`config.mk`:
```
export PLATFORM = sky130hd
export DESIGN_NAME = prog_loader
export DESIGN_NICKNAME = d
export VERILOG_FILES = /design/src/rtl/prog_loader.sv
export SDC_FILE = /design/constraint.sdc
export NUM_CORES = 1
export LEC_CHECK = 0
export CELL_PAD_IN_SITES_DETAIL_PLACEMENT = 0
export CELL_PAD_IN_SITES_GLOBAL_PLACEMENT = 2
export CORE_MARGIN = 3
export CORE_UTILIZATION = 33
export DETAILED_ROUTE_END_ITERATION = 7
export PLACE_DENSITY_LB_ADDON = 0.1
export SLEW_MARGIN = 20
export SYNTH_ARGS = -nofsm -noshare
export SYNTH_HDL_FRONTEND = slang
export SYNTH_SLANG_ARGS = --single-unit
```
`constraint.sdc`:
```
create_clock -name clk -period 2.1 [get_ports clk]
set_clock_uncertainty 0.1 [all_clocks]
set_input_delay 0.525 -clock clk [delete_from_list [all_inputs] [get_ports clk]]
set_output_delay 0.525 -clock clk [all_outputs]
set_load 0.01 [all_outputs]
```
`src/rtl/prog_loader.sv`:
```
// Boot-time program loader: accepts a length-prefixed, checksummed byte stream,
// writes the payload to program memory from address 0 and releases the CPU once verified.
module prog_loader #(
    parameter int ADDR_W = 13,
    parameter int DATA_W = 8
) (
    input  logic              clk,
    input  logic              reset,
    input  logic [DATA_W-1:0] in_data,
    input  logic              in_valid,
    output logic              in_ready,
    input  logic              restart,
    output logic [ADDR_W-1:0] mem_addr,
    output logic [DATA_W-1:0] mem_wdata,
    output logic              mem_wr,
    output logic              cpu_hold,
    output logic              done,
    output logic              err
);

    localparam int HI_W = ADDR_W - DATA_W;

    typedef enum logic [2:0] {
        ST_LEN_HI,
        ST_LEN_LO,
        ST_LOAD,
        ST_CHK,
        ST_RUN,
        ST_ERR
    } state_t;

    state_t            state, state_nxt;
    logic [HI_W-1:0]   len_hi;
    logic [ADDR_W-1:0] wr_ptr;
    logic [ADDR_W-1:0] remaining;
    logic [DATA_W-1:0] sum;
    logic              accept;

    // Status outputs come straight from the state register, never from in_valid.
    assign in_ready = (state == ST_LEN_HI) || (state == ST_LEN_LO) ||
                      (state == ST_LOAD)   || (state == ST_CHK);
    assign cpu_hold = (state != ST_RUN);
    assign done     = (state == ST_RUN);
    assign err      = (state == ST_ERR);
    assign accept   = in_valid && in_ready;

    always_ff @(posedge clk or negedge reset) begin
        if (!reset) begin
            state <= ST_LEN_HI;
        end else begin
            state <= state_nxt;
        end
    end

    always_comb begin
        state_nxt = state;
        case (state)
            ST_LEN_HI: begin
                if (accept) begin
                    if (in_data[DATA_W-1:HI_W] != '0) state_nxt = ST_ERR;
                    else                              state_nxt = ST_LEN_LO;
                end
            end
            ST_LEN_LO: begin
                if (accept) begin
                    if ({len_hi, in_data} == '0) state_nxt = ST_CHK;
                    else                         state_nxt = ST_LOAD;
                end
            end
            ST_LOAD: begin
                if (accept && remaining == ADDR_W'(1)) state_nxt = ST_CHK;
            end
            ST_CHK: begin
                if (accept) begin
                    if (in_data == sum) state_nxt = ST_RUN;
                    else                state_nxt = ST_ERR;
                end
            end
            ST_RUN, ST_ERR: begin
                if (restart) state_nxt = ST_LEN_HI;
            end
            default: state_nxt = ST_LEN_HI;
        endcase
    end

    // mem_addr/mem_wdata only move on a write, so they hold the last written location.
    always_ff @(posedge clk or negedge reset) begin
        if (!reset) begin
            len_hi    <= '0;
            wr_ptr    <= '0;
            remaining <= '0;
            sum       <= '0;
            mem_addr  <= '0;
            mem_wdata <= '0;
            mem_wr    <= 1'b0;
        end else begin
            mem_wr <= 1'b0;
            if (accept) begin
                case (state)
                    ST_LEN_HI: len_hi <= in_data[HI_W-1:0];
                    ST_LEN_LO: begin
                        wr_ptr    <= '0;
                        sum       <= '0;
                        remaining <= {len_hi, in_data};
                    end
                    ST_LOAD: begin
                        mem_addr  <= wr_ptr;
                        mem_wdata <= in_data;
                        mem_wr    <= 1'b1;
                        sum       <= sum + in_data;
                        wr_ptr    <= wr_ptr + ADDR_W'(1);
                        remaining <= remaining - ADDR_W'(1);
                    end
                    default: ;
                endcase
            end
        end
    end

endmodule

```
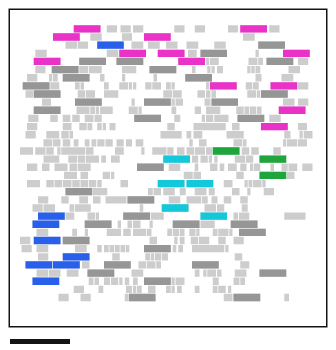
Fig. 1. Register map, names as in the netlist.
Bar = 20 µm.
netlist name	color	placed flops
mem_wdata	blue	8
mem_addr	magenta	13
len_hi	cyan	5
state	green	3
not colored	35
Flop+latch power: 1.90 mW
Core Util, Final: 0.465
storage element area: 1600 µm²
Seq area share: 0.364

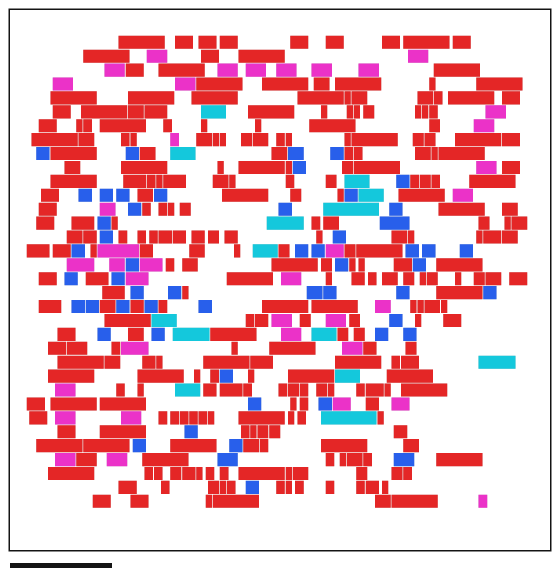
Fig. 2. Drive-strength map.
Bar = 20 µm.
size	color	cells	most used
x6 and larger	cyan	14	clkbuf_8
x1 and smaller	red	298	dfrtp_1
x3 and x4	blue	54	buf_4
x2	magenta	37	mux2_2

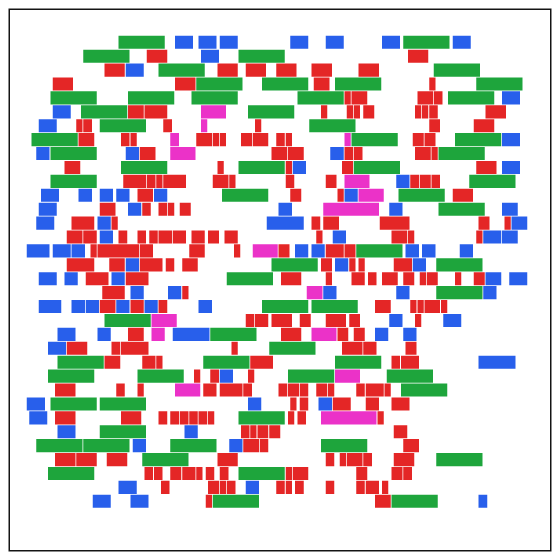
Fig. 3. Cells colored by class.
class	color	cells
sequential cells	green	64
remaining buffers and delay cells	blue	88
clock drivers and dummy loads	magenta	16
remaining logic cells	red	235
row count: 35
Floorplan Core Area: 9460 µm²
Design Area, Final: 4400 µm²

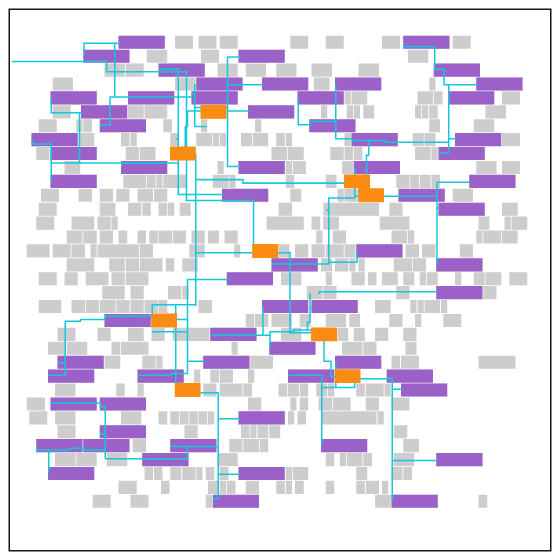
Fig. 4. Routed clock nets over the placement.
[flip-flops] purple | count: 64
[clock wires] cyan | length: 947 µm
[clock-net drivers] orange | count: 9
flops lie	widely spread
routed clock nets	10

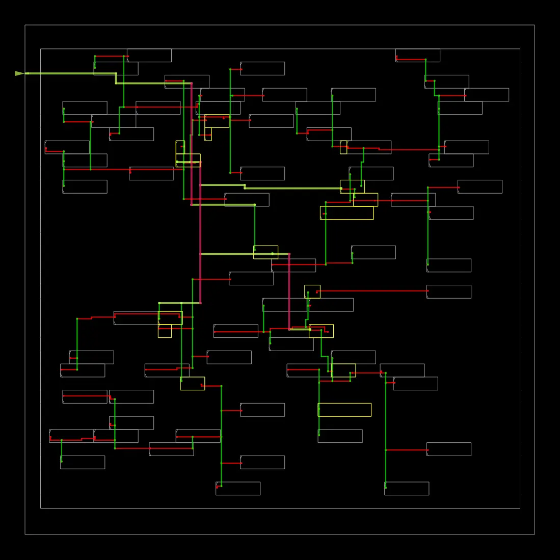
Fig. 5. Clock nets.
Flop Count: 64
CTS sink cnt: 64
insertion delay at the late pin of the worst-skew pair: 340 ps
cts bufs inserted: 9
Clock Buffer Count: 11

## cells in the final DEF, fill, tap and decap left out, types with 3 or more instances in the layout
| cell | count |
|---|---|
| dfrtp_1 | 64 |
| buf_4 | 48 |
| clkdlybuf4s50_1 | 30 |
| nor2_1 | 25 |
| mux2_2 | 24 |
| nand2_1 | 24 |
| o21ai_0 | 18 |
| a21oi_1 | 13 |
| xor2_1 | 10 |
| o21ai_1 | 9 |
| clkbuf_8 | 9 |
| ha_1 | 8 |
| inv_1 | 7 |
| nand2b_1 | 7 |
| xnor2_1 | 7 |
| nor4_1 | 7 |
| nand4_1 | 7 |
| nand3_1 | 6 |
| nor3_1 | 6 |
| a22o_1 | 6 |
| or3_1 | 4 |
| o211ai_1 | 4 |
| dlygate4sd2_1 | 4 |
| nor3_2 | 3 |
| a22oi_1 | 3 |
| o31ai_1 | 3 |
| buf_12 | 3 |
## worst max-delay path by stage
stage	from	to	slack (ps)	depth (start not counted)
after floorplan	in_data[0]	sum[6]	120	7
after global placement	in_data[0]	sum[6]	-400	8
after detailed placement	in_data[0]	sum[6]	-430	8
after CTS	in_data[1]	sum[7]	40	7
after global routing	remaining[7]	remaining[11]	20	5
final	remaining[7]	remaining[11]	80	5
## layer usage
layer / part of all wire / track usage
met5: 0 / 0
met4: 0.0085 / 0.0416
met3: 0.035 / 0.0318
met2: 0.46 / 0.239
met1: 0.49 / 0.228
## state kept, by name, summed over array words and instances (netlist names)
signal,flops
state,3
wr_ptr,13
mem_wr,1
len_hi,5
mem_wdata,8
mem_addr,13
remaining,13
sum,8
## worst max-delay path: cells and delay by family, from the launching register on
family,cells,cell delay (ps)
flip-flops,1,390
AND/OR/NAND/NOR,4,1160
AND-OR/OR-AND,1,260
==> reports/results.tsv <==
stage	metric	value	unit
outcome	status	finished clean	
power	Worst IR Drop VDD	0.495	mV
yosys	post-synthesis instance total	314	
sta	Fin Setup TNS	0	ps
sta	final period utilization	0.962	
sta	Worst Tran Pin Value	554	ps
layout	Non-Filler Instances	532	
place	GPL Wtd Cong	0.854	
power	P_clk	1.16	mW
yosys	Commonest flop	dfrtp_1	
power	Clk pwr share	0.213	
drt	ANT nets after route	0	
layout	non-clk buf share	0.179	
power	sequential share of power	0.350	
power	Int Pwr	3.49	mW
layout	Largest cell class	logic gates	
clock_network	TritonCTS clock tree	yes	
yosys	Yosys reg bits	64	
yosys	Synth Area in Simple Gates	0.163	
layout	Comb gates	228	
yosys	Netlist Area Pre-Place	3270	µm²
power	Final Power	5.45	mW
layout	Area Growth Syn to Fin	34.3	%
sta	fmax	0.495	GHz
yosys	Async S/R FF share, synth	1.00	
global_route	GRT Util Overall	0.157	
sta	RSZ-0062 raised after global routing	no	
drt	Starting DRT DRC Count	76	
setup_path	reg2reg start	remaining[7]	
layout	fill cell count	915	
setup_path	critical path arrival	2140	ps
power	switching part of the total	0.360	
sta	# setup viols final	0	
layout	ANT cells	0	
yosys	syn avg cell area	10.4	µm²
sta	min cycle time layout	2020	ps
die	Die H	106	µm
power	PwrDens	1240	nW/µm²
global_route	largest net degree at the start of global routing	26	
setup_path	Critical R2R Capture	remaining[11]	
place	PortBufs	37	
clock_network	Root Buffer	clkbuf_8	
yosys	sequential area share after synthesis	0.489	
yosys	Multiplexer share	0.0925	
power	combinational gate power	2.38	mW
drt	routed length per instance	15.4	µm
setup_path	Worst EP required	2220	ps
layout	inverter count	7	
place	placed cell count	514	
setup_path	crit-path cells	or3_4 -> or4_4 -> nor3_2 -> nor3b_1 -> a221o_1	
yosys	count of library flops with an enable pin	0	
place	Post-DP Area	4140	µm²
drt	Routed WL	8200	µm
place	DP Wirelength	6070	µm
setup_path	WS Path Type	reg2reg	
die	Die W	106	µm
layout	logic share of the area	0.366	
drt	drt drc	0	
yosys	syn_nets	337	
die	die area	11100	µm²
yosys	yosys aoi share	0.137	
setup_path	Setup crit start kind	flop	
global_route	Congestion Overflow GR	0	
global_route	first-pass GRT wire length	14000	µm
setup_path	worst r2r path cells	5	
job	OpenROAD warnings	27	
drt	Initial DRT Pass Iterations	4	
power	Leakage Power	1.96	nW
yosys	Main logic family	simple AND/OR/NAND/NOR gates	
sta	endpoints failing hold	0	
clock_network	Clock Path Buffers	2	
Power is estimated from default activity; no workload was simulated.
